--- src/rtl/seq_mult_ctrl_if.sv ---
// Operand/result bundle for the sequential Booth multiplier.
// The master side issues start with operands; the slave side returns the result and status.
interface seq_mult_ctrl_if;
  logic        start;
  logic [31:0] a;
  logic [31:0] b;
  logic [31:0] result;
  logic        data_ready;
  logic        data_exception;
  logic        busy;

  modport master (
    output start,
    output a,
    output b,
    input  result,
    input  data_ready,
    input  data_exception,
    input  busy
  );

  modport slave (
    input  start,
    input  a,
    input  b,
    output result,
    output data_ready,
    output data_exception,
    output busy
  );
endinterface

--- src/rtl/seq_mult_ctrl.sv ---
// Sequential signed 32x32 multiplier: radix-2 Booth, one iteration per cycle,
// with every add/subtract going through a single shared carry-lookahead adder.

module cla_full_adder (
  input  logic [31:0] a,
  input  logic [31:0] b,
  input  logic        cin,
  output logic [31:0] s
);
  logic [31:0] g;
  logic [31:0] p;
  logic [31:0] c;

  assign g = a & b;
  assign p = a ^ b;

  // 4-bit lookahead groups, group carries chained through group generate/propagate.
  always_comb begin
    logic carry;
    logic grp_g;
    logic grp_p;
    c     = '0;
    carry = cin;
    for (int i = 0; i < 8; i++) begin
      c[4*i]   = carry;
      c[4*i+1] = g[4*i] | (p[4*i] & carry);
      c[4*i+2] = g[4*i+1] | (p[4*i+1] & g[4*i]) | (p[4*i+1] & p[4*i] & carry);
      c[4*i+3] = g[4*i+2] | (p[4*i+2] & g[4*i+1]) | (p[4*i+2] & p[4*i+1] & g[4*i])
               | (p[4*i+2] & p[4*i+1] & p[4*i] & carry);
      grp_g    = g[4*i+3] | (p[4*i+3] & g[4*i+2]) | (p[4*i+3] & p[4*i+2] & g[4*i+1])
               | (p[4*i+3] & p[4*i+2] & p[4*i+1] & g[4*i]);
      grp_p    = &p[4*i +: 4];
      carry    = grp_g | (grp_p & carry);
    end
  end

  assign s = p ^ c;
endmodule

module seq_mult_ctrl (
  input logic            clock,
  input logic            reset_n,
  seq_mult_ctrl_if.slave mul_io
);
  typedef enum logic [1:0] {
    StIdle = 2'd0,
    StRun  = 2'd1,
    StDone = 2'd2
  } state_e;

  state_e      state_q, state_d;
  logic [31:0] m_q, m_d;
  logic [31:0] p_hi_q, p_hi_d;
  logic [31:0] p_lo_q, p_lo_d;
  logic        q1_q, q1_d;
  logic [4:0]  cnt_q, cnt_d;
  logic [31:0] result_q, result_d;
  logic        exc_q, exc_d;
  logic        ready_q, ready_d;

  logic [1:0]  booth_pair;
  logic [31:0] add_b;
  logic        add_cin;
  logic [31:0] sum;
  logic        ovf;
  logic        sum_sign;
  logic [31:0] p_hi_shift;
  logic [31:0] p_lo_shift;
  logic        accept;

  always_comb begin
    booth_pair = {p_lo_q[0], q1_q};
    add_b      = '0;
    add_cin    = 1'b0;
    unique case (booth_pair)
      2'b01:   add_b = m_q;
      2'b10: begin
        add_b   = ~m_q;
        add_cin = 1'b1;
      end
      default: ;
    endcase
  end

  cla_full_adder u_adder (
    .a   (p_hi_q),
    .b   (add_b),
    .cin (add_cin),
    .s   (sum)
  );

  // The 32-bit sum can overflow (e.g. 0 - 0x80000000); shift in the true sign so
  // P_hi stays exact and the overflow flag sees the real upper half.
  assign ovf        = (p_hi_q[31] == add_b[31]) && (sum[31] != p_hi_q[31]);
  assign sum_sign   = sum[31] ^ ovf;
  assign p_hi_shift = {sum_sign, sum[31:1]};
  assign p_lo_shift = {sum[0], p_lo_q[31:1]};

  always_comb begin
    state_d  = state_q;
    m_d      = m_q;
    p_hi_d   = p_hi_q;
    p_lo_d   = p_lo_q;
    q1_d     = q1_q;
    cnt_d    = cnt_q;
    result_d = result_q;
    exc_d    = exc_q;
    ready_d  = 1'b0;
    accept   = 1'b0;

    unique case (state_q)
      StIdle: begin
        if (mul_io.start) begin
          accept  = 1'b1;
          state_d = StRun;
        end
      end
      StRun: begin
        p_hi_d = p_hi_shift;
        p_lo_d = p_lo_shift;
        q1_d   = p_lo_q[0];
        cnt_d  = cnt_q + 5'd1;
        if (cnt_q == 5'd31) begin
          state_d  = StDone;
          result_d = p_lo_shift;
          exc_d    = (p_hi_shift != {32{p_lo_shift[31]}});
        end
      end
      StDone: begin
        ready_d = 1'b1;
        if (mul_io.start) begin
          accept  = 1'b1;
          state_d = StRun;
        end else begin
          state_d = StIdle;
        end
      end
      default: state_d = StIdle;
    endcase

    if (accept) begin
      m_d    = mul_io.a;
      p_hi_d = '0;
      p_lo_d = mul_io.b;
      q1_d   = 1'b0;
      cnt_d  = '0;
    end
  end

  always_ff @(posedge clock or negedge reset_n) begin
    if (!reset_n) begin
      state_q  <= StIdle;
      m_q      <= '0;
      p_hi_q   <= '0;
      p_lo_q   <= '0;
      q1_q     <= 1'b0;
      cnt_q    <= '0;
      result_q <= '0;
      exc_q    <= 1'b0;
      ready_q  <= 1'b0;
    end else begin
      state_q  <= state_d;
      m_q      <= m_d;
      p_hi_q   <= p_hi_d;
      p_lo_q   <= p_lo_d;
      q1_q     <= q1_d;
      cnt_q    <= cnt_d;
      result_q <= result_d;
      exc_q    <= exc_d;
      ready_q  <= ready_d;
    end
  end

  assign mul_io.result         = result_q;
  assign mul_io.data_ready     = ready_q;
  assign mul_io.data_exception = exc_q;
  assign mul_io.busy           = (state_q == StRun);
endmodule

--- src/flat_wrapper.sv ---
// flat-port wrapper written by rule: the top's interface ports become plain ports
module seq_mult_ctrl_flat 
  (clock, reset_n, mul_io_start, mul_io_a, mul_io_b, mul_io_result, mul_io_data_ready, mul_io_data_exception, mul_io_busy);
  seq_mult_ctrl_if mul_io_i ();
  input logic clock;
  input logic reset_n;
  input wire logic [$bits(mul_io_i.start)-1:0] mul_io_start;
  input wire logic [$bits(mul_io_i.a)-1:0] mul_io_a;
  input wire logic [$bits(mul_io_i.b)-1:0] mul_io_b;
  output wire logic [$bits(mul_io_i.result)-1:0] mul_io_result;
  output wire logic [$bits(mul_io_i.data_ready)-1:0] mul_io_data_ready;
  output wire logic [$bits(mul_io_i.data_exception)-1:0] mul_io_data_exception;
  output wire logic [$bits(mul_io_i.busy)-1:0] mul_io_busy;
  assign mul_io_i.start = mul_io_start;
  assign mul_io_i.a = mul_io_a;
  assign mul_io_i.b = mul_io_b;
  assign mul_io_result = mul_io_i.result;
  assign mul_io_data_ready = mul_io_i.data_ready;
  assign mul_io_data_exception = mul_io_i.data_exception;
  assign mul_io_busy = mul_io_i.busy;
  seq_mult_ctrl u_core (.clock(clock), .reset_n(reset_n), .mul_io(mul_io_i));
endmodule
--- config.mk ---
export PLATFORM = sky130hd
export DESIGN_NAME = seq_mult_ctrl_flat
export DESIGN_NICKNAME = d
export VERILOG_FILES = /design/src/rtl/seq_mult_ctrl_if.sv /design/src/rtl/seq_mult_ctrl.sv /design/src/flat_wrapper.sv
export SDC_FILE = /design/constraint.sdc
export NUM_CORES = 1
export LEC_CHECK = 0
export ABC_AREA = 1
export CORE_ASPECT_RATIO = 1.4
export CORE_MARGIN = 2
export CORE_UTILIZATION = 50
export DETAILED_ROUTE_END_ITERATION = 8
export PLACE_DENSITY = 0.8
export SETUP_SLACK_MARGIN = 0.1
export SLEW_MARGIN = 40
export SYNTH_ARGS = -nofsm -noshare
export SYNTH_HDL_FRONTEND = slang
export SYNTH_SLANG_ARGS = --single-unit
--- constraint.sdc ---
create_clock -name clock -period 6.7 [get_ports clock]
set_input_delay 1.34 -clock clock [delete_from_list [all_inputs] [get_ports clock]]
set_output_delay 1.34 -clock clock [all_outputs]
set_load 0.01 [all_outputs]
### Power grid, run 1

The bar under the picture is 20 um long. Pins as bars on the die edge. Tap cells in grey.
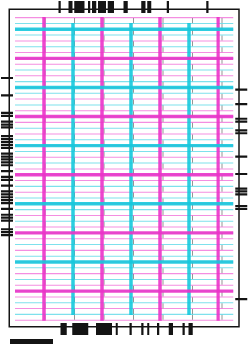
colour	net
cyan	VDD
magenta	VSS
signal pins	102
tap cells	189
met1 rails	53
met5 straps	10
rows	52

### Cells coloured by class, run 1

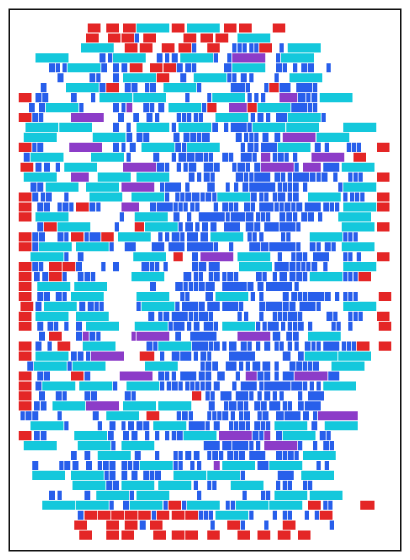
colour	class	cells
cyan	registers	138
red	remaining buffers and delay cells	108
purple	clock drivers and dummy loads	30
blue	remaining logic cells	745

==> impl_metrics.json, run 1 <==
{
  "post_synthesis_instance_area_mm2": 0.00738,
  "drt-total-wl_um": 17400,
  "top_logic_kind": "simple AND/OR/NAND/NOR gates",
  "cp_common_cell": "sky130_fd_sc_hd__nand2_2",
  "placedCellCount": 1180,
  "clock_cell_area_share": 0.0620,
  "synth_cell_types": 32,
  "r2r_start": "u_core.p_lo_q[0]",
  "worstReg2RegEnd": "u_core.mul_io.data_exception",
  "numSynthFlops": 138,
  "grt_overflow_total": 0,
  "layout_min_cycle_time_ns": 4.28,
  "num-multi-input-gates": 644,
  "clock_path_buffers": 2,
  "synth_simple_gate_area_share": 0.202,
  "fin_tns_setup_ns": 0,
  "outcome": "finished, final reports clean",
  "drt_iter0_markers": 343,
  "worst_hold_slack_ns": 0.459,
  "synthXorXnorAreaFrac": 0.0131,
  "sequential_cell_area_mm2": 0.00345,
  "cts_root_buffer": "sky130_fd_sc_hd__clkbuf_16",
  "grt_setup_unrepaired": "no",
  "globalRouteMet1Util": 0.267,
  "worst_reg_to_reg_path_cell_count": 27,
  "routed.top_layer": "met4",
  "worstSetupEndpoint": "u_core.mul_io.data_exception",
  "clock.latency.late_pin_ns": 0.42
}
### Clock wires, drivers and flops, run 1

The bar under the picture is 20 um long.
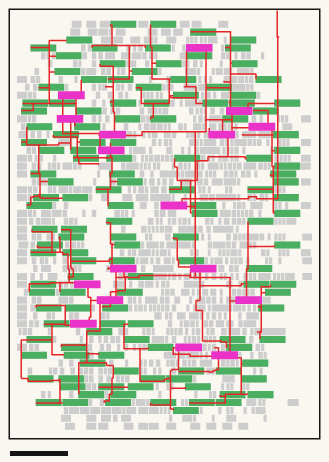
[red] clock wires | length: 1760 um
[magenta] clock-net drivers | count: 17
[green] flip-flops | count: 138
flops lie	all over the die
routed clock nets	18

## Run 2: what changed since run 1
Settings changed: PLACE_DENSITY 0.8 to 0.83.
Clock period 6.7 ns to 3.8 ns, I/O delays scaled along.
### Cells coloured by class, run 2

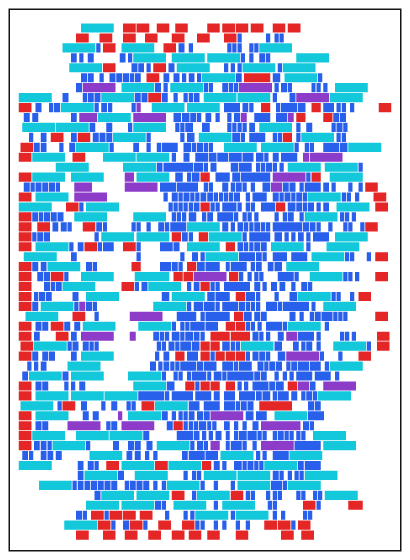
colour	class	cells
cyan	registers	138
red	remaining buffers and delay cells	141
purple	clock drivers and dummy loads	32
blue	remaining logic cells	745

==> run 2 against run 1 <==
Cell count up 2.9%. Clock skew about the same. Core utilization up 2.8 points. Clock-buffer cell count down 2. Critical path depth down 2. Cell area up 4.4%. Critical path type unchanged.
==> impl_metrics.json, run 2 <==
{
  "synth_simple_gate_area_share": 0.202,
  "clock.latency.late_pin_ns": 0.43,
  "placedCellCount": 1194,
  "worst_hold_slack_ns": 0.322,
  "fin_tns_setup_ns": 0,
  "maxClockFrequency_ghz": 0.274,
  "cp_common_cell": "sky130_fd_sc_hd__nand2_4",
  "drt-total-wl_um": 18800,
  "top_logic_kind": "simple AND/OR/NAND/NOR gates",
  "routed.top_layer": "met4",
  "grt_setup_unrepaired": "yes",
  "synth_cell_types": 32,
  "worst_reg_to_reg_path_cell_count": 25,
  "numSynthFlops": 138,
  "worstSetupEndpoint": "u_core.mul_io.data_exception",
  "outcome": "finished, final reports clean",
  "clock_cell_area_share": 0.0586,
  "grt_overflow_total": 0,
  "worstReg2RegEnd": "u_core.mul_io.data_exception",
  "sequential_cell_area_mm2": 0.00345,
  "cts_root_buffer": "sky130_fd_sc_hd__clkbuf_16",
  "clock_path_buffers": 2,
  "drt_iter0_markers": 406,
  "post_synthesis_instance_area_mm2": 0.00738,
  "synthXorXnorAreaFrac": 0.0131,
  "layout.cells.most_common": "sky130_fd_sc_hd__nand2_1"
}
### Clock wires, drivers and flops, run 2

The bar under the picture is 20 um long.
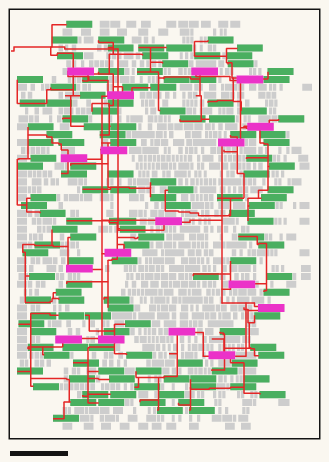
[green] flip-flops | count: 138
[magenta] clock-net drivers | count: 17
[red] clock wires | length: 1770 um
routed clock nets	18

## Run 3: what changed since run 2
Settings changed: CORE_ASPECT_RATIO 1.4 to not set, CTS_CLUSTER_DIAMETER set to 200.
### Clock wires, drivers and flops, run 3

The bar under the picture is 50 um long.
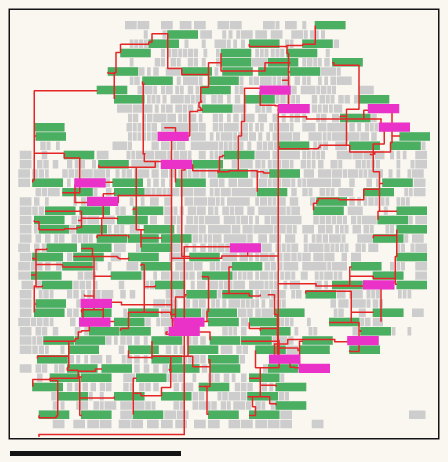
[red] clock wires | length: 1840 um
[magenta] clock-net drivers | count: 17
[green] flip-flops | count: 138
flops lie	all over the die
routed clock nets	18

### Wiring by layer, run 3

The bar under the picture is 50 um long. Two of the layers only.
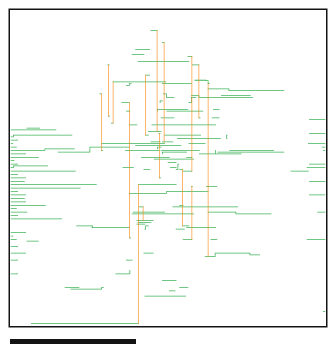
colour	layer	wire length
green	M3	1210 um
orange	M4	473 um

==> run 3 against run 2 <==
Synthesized cell count is the same. Clock skew grew 0.0030 ns. Die size is essentially flat. Area after synthesis is the same. Core utilization grew 0.26 points. Cell area grew 0.63%. Via count grew 1.9%. Register-to-register slack lost 0.05 ns. Critical path depth grew 1. Critical endpoint unchanged.
==> impl_metrics.json, run 3 <==
{
  "outcome": "finished, final reports clean",
  "clk_pin_slew_ns": 0.07,
  "cp_slowest_cell": "sky130_fd_sc_hd__fa_2",
  "final_area_mm2": 0.00957,
  "numSynthFlops": 138,
  "grt_overflow_total": 0,
  "aoi_oai_family_share_of_the_synthesized_area": 0.169,
  "cts-resized-gates": 4,
  "ctsHtreeMaxLevel": 4,
  "placedCellCount": 1192,
  "clock_path_buffers": 2,
  "worstReg2RegEnd": "u_core.mul_io.data_exception",
  "globalRoute.busiestLayer": "met2",
  "synth_cell_types": 32,
  "drt_iter0_markers": 450,
  "top_logic_kind": "simple AND/OR/NAND/NOR gates",
  "post-cts-setup-buffers": 4,
  "cts_root_buffer": "sky130_fd_sc_hd__clkbuf_16",
  "ys_dominant_reg_cell": "sky130_fd_sc_hd__dfrtp_1",
  "fin_tns_setup_ns": 0,
  "worst_reg_to_reg_path_cell_count": 26,
  "cp_common_cell": "sky130_fd_sc_hd__nand2_1",
  "synth_simple_gate_area_share": 0.202,
  "cpPeakStageDelay_ns": 0.40,
  "worstSetupEndpoint": "u_core.mul_io.data_exception",
  "grt_max_degree": 84,
  "detailed_place.area_mm2": 0.00866,
  "post_synthesis_instance_area_mm2": 0.00738,
  "drv_slew": 0,
  "layout.cells.most_common": "sky130_fd_sc_hd__nand2_1",
  "grt_setup_unrepaired": "yes",
  "maxClockFrequency_ghz": 0.271,
  "hold_violations": 0,
  "routed.top_layer": "met4",
  "cp.required_ns": 4.13,
  "clock_cell_area_share": 0.0591,
  "sequential_cell_area_mm2": 0.00345,
  "layout-area-overhead-vs-synth_pct": 29.7,
  "synthXorXnorAreaFrac": 0.0131,
  "clock.latency.late_pin_ns": 0.43,
  "non_clock_buffer_count": 146,
  "drt-total-wl_um": 19300,
  "worst_hold_slack_ns": 0.383
}
